**config.mk**
```make
export PLATFORM = sky130hd
export DESIGN_NAME = imem_loader
export DESIGN_NICKNAME = d
export VERILOG_FILES = /design/src/rtl/imem_loader_pkg.sv /design/src/rtl/imem_loader_chk.sv /design/src/rtl/imem_loader.sv
export SDC_FILE = /design/constraint.sdc
export NUM_CORES = 1
export LEC_CHECK = 0
export ABC_AREA = 1
export CAP_MARGIN = 30
export CORE_AREA = 2 2 94 96
export CTS_CLUSTER_DIAMETER = 50
export DETAILED_ROUTE_END_ITERATION = 6
export DIE_AREA = 0 0 96 98
export GPL_TIMING_DRIVEN = 0
export HOLD_SLACK_MARGIN = 0.02
export PLACE_DENSITY = 0.79
export SYNTH_ARGS = -nofsm -noshare
export SYNTH_HDL_FRONTEND = slang
export SYNTH_SLANG_ARGS = --single-unit
```
**constraint.sdc**
```tcl
create_clock -name clock -period 6.1 [get_ports clock]
set_input_delay 0.61 -clock clock [delete_from_list [all_inputs] [get_ports clock]]
set_output_delay 0.61 -clock clock [all_outputs]
set_load 0.01 [all_outputs]
```
**src/rtl/imem_loader_pkg.sv**
```systemverilog
// Shared definitions for the instruction-memory loader: FSM states and frame layout.
package imem_loader_pkg;

  typedef enum logic [3:0] {
    ST_IDLE,
    ST_LEN_HI,
    ST_LEN_LO,
    ST_DATA_HI,
    ST_DATA_LO,
    ST_WRITE,
    ST_CHECK,
    ST_DONE,
    ST_ERROR
  } state_t;

  localparam int unsigned HDR_BYTES     = 2;
  localparam int unsigned CHK_BYTES     = 1;
  localparam int unsigned MAX_WORDS_DEF = 4096;

  // States in which the loader accepts a byte from the stream.
  function automatic logic rx_state(input state_t s);
    return s inside {ST_LEN_HI, ST_LEN_LO, ST_DATA_HI, ST_DATA_LO, ST_CHECK};
  endfunction

endpackage

```
**src/rtl/imem_loader_chk.sv**
```systemverilog
// 8-bit XOR checksum accumulator; match compares the incoming byte with the running sum.
module imem_loader_chk (
  input  logic       clock,
  input  logic       reset,
  input  logic       clr_i,
  input  logic       en_i,
  input  logic [7:0] byte_i,
  output logic       match_o
);

  logic [7:0] acc_q;

  always_ff @(posedge clock) begin
    if (!reset || clr_i) begin
      acc_q <= '0;
    end else if (en_i) begin
      acc_q <= acc_q ^ byte_i;
    end
  end

  assign match_o = (byte_i == acc_q);

endmodule

```
**src/rtl/imem_loader.sv**
```systemverilog
// Framed byte-stream loader writing 16-bit big-endian words into instruction memory,
// verifying a trailing XOR checksum and holding the CPU in reset until success.
module imem_loader
  import imem_loader_pkg::*;
#(
  parameter int unsigned MAX_WORDS  = MAX_WORDS_DEF,
  parameter int unsigned ADDR_WIDTH = 16
) (
  input  logic                  clock,
  input  logic                  reset,
  input  logic                  start,
  input  logic [7:0]            rx_data,
  input  logic                  rx_valid,
  output logic                  rx_ready,
  output logic [ADDR_WIDTH-1:0] mem_address,
  output logic [15:0]           mem_data,
  output logic                  mem_wren,
  output logic                  cpu_reset,
  output logic [15:0]           loaded_words,
  output logic                  done,
  output logic                  error
);

  state_t                state_q, state_d;
  logic [15:0]           len_q;
  logic [15:0]           len_next;
  logic [ADDR_WIDTH-1:0] mem_address_q;
  logic [15:0]           mem_data_q;
  logic [15:0]           loaded_words_q;
  logic                  rx_ready_q, mem_wren_q, cpu_reset_q, done_q, error_q;
  logic                  accept, last_word, chk_clr, chk_en, chk_match;

  assign accept    = rx_valid && rx_ready_q;
  assign len_next  = {len_q[7:0], rx_data};
  assign last_word = ((loaded_words_q + 16'd1) == len_q);
  assign chk_clr   = start && (state_q inside {ST_IDLE, ST_DONE, ST_ERROR});
  assign chk_en    = accept && (state_q inside {ST_LEN_HI, ST_LEN_LO, ST_DATA_HI, ST_DATA_LO});

  imem_loader_chk u_chk (
    .clock   (clock),
    .reset   (reset),
    .clr_i   (chk_clr),
    .en_i    (chk_en),
    .byte_i  (rx_data),
    .match_o (chk_match)
  );

  always_comb begin
    state_d = state_q;
    unique case (state_q)
      ST_IDLE, ST_DONE, ST_ERROR: if (start) state_d = ST_LEN_HI;
      ST_LEN_HI:  if (accept) state_d = ST_LEN_LO;
      ST_LEN_LO: begin
        if (accept) begin
          if (32'(len_next) > MAX_WORDS) state_d = ST_ERROR;
          else if (len_next == '0)       state_d = ST_CHECK;
          else                           state_d = ST_DATA_HI;
        end
      end
      ST_DATA_HI: if (accept) state_d = ST_DATA_LO;
      ST_DATA_LO: if (accept) state_d = ST_WRITE;
      ST_WRITE:   state_d = last_word ? ST_CHECK : ST_DATA_HI;
      ST_CHECK:   if (accept) state_d = chk_match ? ST_DONE : ST_ERROR;
      default:    state_d = ST_IDLE;
    endcase
  end

  // Outputs are registered from the next state so they line up with state_q.
  always_ff @(posedge clock) begin
    if (!reset) begin
      state_q        <= ST_IDLE;
      len_q          <= '0;
      mem_address_q  <= '0;
      mem_data_q     <= '0;
      loaded_words_q <= '0;
      rx_ready_q     <= 1'b0;
      mem_wren_q     <= 1'b0;
      cpu_reset_q    <= 1'b1;
      done_q         <= 1'b0;
      error_q        <= 1'b0;
    end else begin
      state_q    <= state_d;
      rx_ready_q <= rx_state(state_d);
      mem_wren_q <= (state_d == ST_WRITE);

      if (chk_clr) begin
        done_q         <= 1'b0;
        error_q        <= 1'b0;
        loaded_words_q <= '0;
        mem_address_q  <= '0;
        len_q          <= '0;
        cpu_reset_q    <= 1'b1;
      end

      if (accept && (state_q inside {ST_LEN_HI, ST_LEN_LO})) len_q <= len_next;
      if (accept && state_q == ST_DATA_HI) mem_data_q[15:8] <= rx_data;
      if (accept && state_q == ST_DATA_LO) mem_data_q[7:0]  <= rx_data;

      // The address stops on the final word so it never leaves 0..MAX_WORDS-1.
      if (state_q == ST_WRITE) begin
        loaded_words_q <= loaded_words_q + 16'd1;
        if (!last_word) mem_address_q <= mem_address_q + ADDR_WIDTH'(1);
      end

      if (state_q == ST_CHECK && state_d == ST_DONE) begin
        done_q      <= 1'b1;
        cpu_reset_q <= 1'b0;
      end
      if (state_q != ST_ERROR && state_d == ST_ERROR) error_q <= 1'b1;
    end
  end

  assign rx_ready     = rx_ready_q;
  assign mem_address  = mem_address_q;
  assign mem_data     = mem_data_q;
  assign mem_wren     = mem_wren_q;
  assign cpu_reset    = cpu_reset_q;
  assign loaded_words = loaded_words_q;
  assign done         = done_q;
  assign error        = error_q;

endmodule

```
Fig. 1: the metal 3 layer
Scale bar: 20 um.
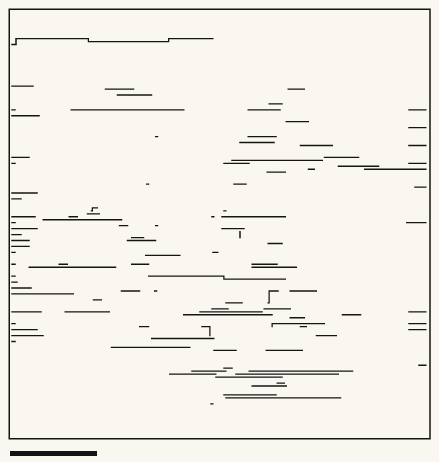
main direction	horizontal
longest straight run	26.2 um
share of all routed wire	5.8%
nets with wire on the layer	93

Fig. 2: cell placement
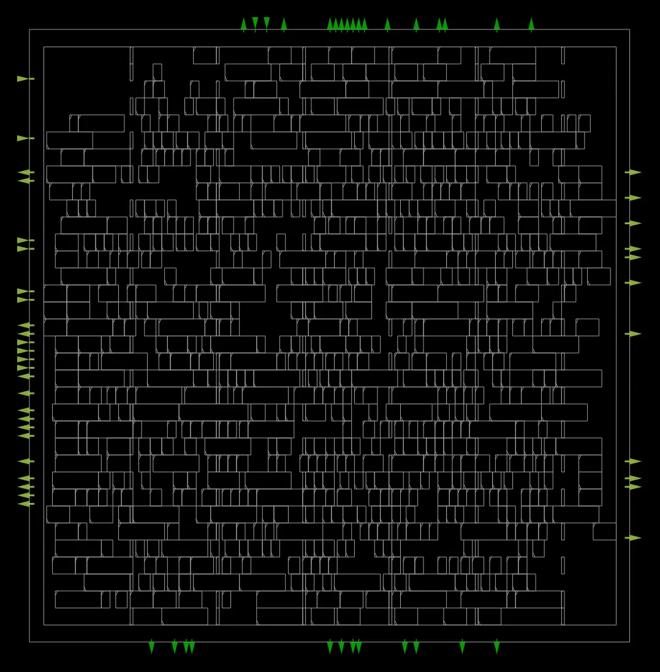
filler instances: 781
tap cells: 108
sequential share of cell area: 0.2964

==> Changelog: implementation <==
### Physical design

- Syn-to-layout area delta: 22.15%
- Nets@finish: roughly 800
- Pwr/cell area: a little under 200 mW/mm^2
- Post-CTS resize count: 0
- Sequential cell area: about 0.0016 mm^2
- GR Overflow Total: 0
- TritonCTS clock tree: done
- Ant diodes: 0
- Synth cell types: 35
- Root buf cell: clkbuf_8
- RSZ-0062 raised after global routing: no
- GRT Total Usage: 0.2817
- Status: completed
- Clk latency late pin: roughly 0.38 ns
- Fmax achieved: approximately 0.37 GHz
- Critical path depth: 14
- Setup WS post-layout: ~3.4 ns
- Most frequent cell after synthesis: nand2_1
- Post-CTS Setup Bufs: 0
- Initial Util: 0.5291
- Synth area leader: dfxtp_1
- WL met1: ~5.7 mm
- DRT Pass-1 Iters: 5
- Cell area after layout: around 0.0055 mm^2
- Worst Path Arrival: 2.91 ns
- DIE AREA: 0.009408 mm^2
- Final setup viols: 0
- Cell area leaders: dfxtp_1, nand2_1, inv_1
- Vias in the first global route: about 4600
- Critical Path Max Stage Delay: ~0.48 ns
- Worst hold path stage count: 2
- GPL Wtd Cong: approximately 0.92
- Area leader share: 0.3620
- OpenROAD warning count: 26
- Initial antenna violation count: 0
- Maxcap violations: 0
- Commonest cells post-synth: nand2_1, inv_1, dfxtp_1
- Post-synth seq share: 0.3620
- Routed WL: approximately 13 mm
- Core area: roughly 0.0085 mm^2
- Crit start category: flip-flop
- Cycle use final: 0.4389
- Total count of hold-check failures in the final report: 0
- WHS: 0.4796 ns
- CP most frequent cell: nand2_1
- Synthesized instance count: about 700
- CTS H-Tree Depth: 3
- CTS clk-pin slew, worst paths: 0.11 ns
- Yosys Warn Count: 0
- Top layer in use: met4
- WL/cell: ~14 um
- Largest net degree at the start of global routing: 18
- Power consumption: between 1 and 1.5 mW
- DP Area: ~0.0053 mm^2
- Drt initial violations: between 300 and 400
- Leak: 2.036 nW
- Hpwl dp: approximately 9.4 mm
- Top cell excl fill/tap: nand2_1
- Detail Route Antenna Nets: 0
Fig. 3: M4 wires
Supply wires on this layer in grey. Cells faint in the background.
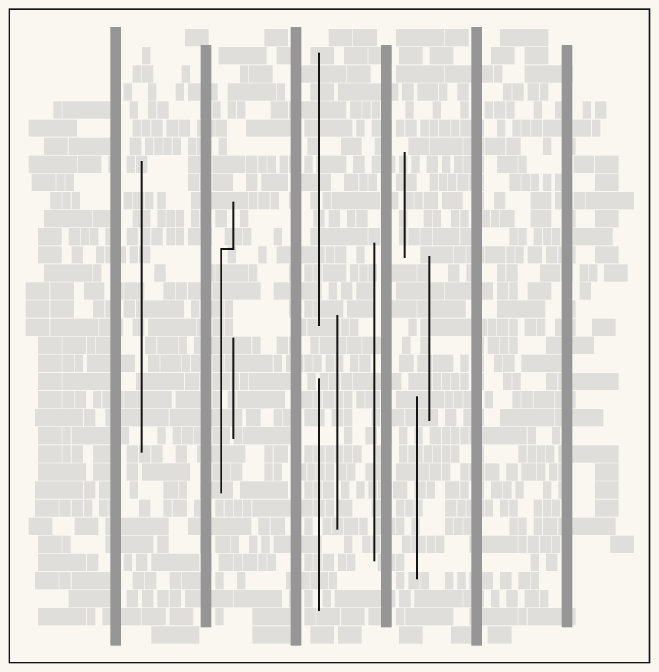
nets with wire on the layer	8
share of all routed wire	2.6%
wire length on this layer	326 um
longest straight run	47.6 um

-- logic make-up (layout without fill, tap and decap cells) --
logic type,after synthesis,in the layout,share of synthesized area
AND-OR/OR-AND,113,113,0.1363
XOR/XNOR,23,23,0.04804
adder cells (fa/ha/maj),2,2,0.005586
buffers and inverters,109,189,0.09581
flip-flops,81,81,0.3620
AND/OR/NAND/NOR,374,374,0.3522
-- report_power, final --
group,switching (mW),leakage [nW],internal [mW]
registers,0.00336,0.653,0.533
logic,0.0643,1.27,0.0289
clock network,0.239,0.110,0.202
total,0.307,2.04,0.764
-- metal layers --
metal | global-route usage | vias up
li1 | - | 2415
met1 | 0.3815 | 2240
met2 | 0.4418 | 176
met3 | 0.03935 | 24
met4 | 0.1264 | 0
met5 | 0 | -
-- flip-flops by register name (all words and copies together), names as in the netlist --
name / cells
mem_address: 16
error: 1
state_q: 4
rx_ready: 1
u_chk.acc_q: 8
mem_data: 16
done: 1
mem_wren: 1
loaded_words: 16
cpu_reset: 1
len_q: 16
-- final timing paths --
path / from / end
max: loaded_words[0]$_SDFFE_PN0P_ / mem_address[0]$_SDFF_PN0_
min: mem_data[4]$_SDFFE_PN0P_ / mem_data[4]$_SDFFE_PN0P_
max reg2reg: loaded_words[0]$_SDFFE_PN0P_ / mem_address[0]$_SDFF_PN0_
min reg2reg: mem_data[4]$_SDFFE_PN0P_ / mem_data[4]$_SDFFE_PN0P_
-- final cells by class --
class                      instances  share of cell area
buffer                            22             0.01875
inverter                          87             0.05968
multi-input combinational        512              0.4439
timing repair buffer              64              0.1171
clock inverter                     7             0.01692
sequential                        81              0.2964
tap                              108             0.02470
clock buffer                       9             0.02264
No activity file was given, so power comes from the tool's default toggle rates.
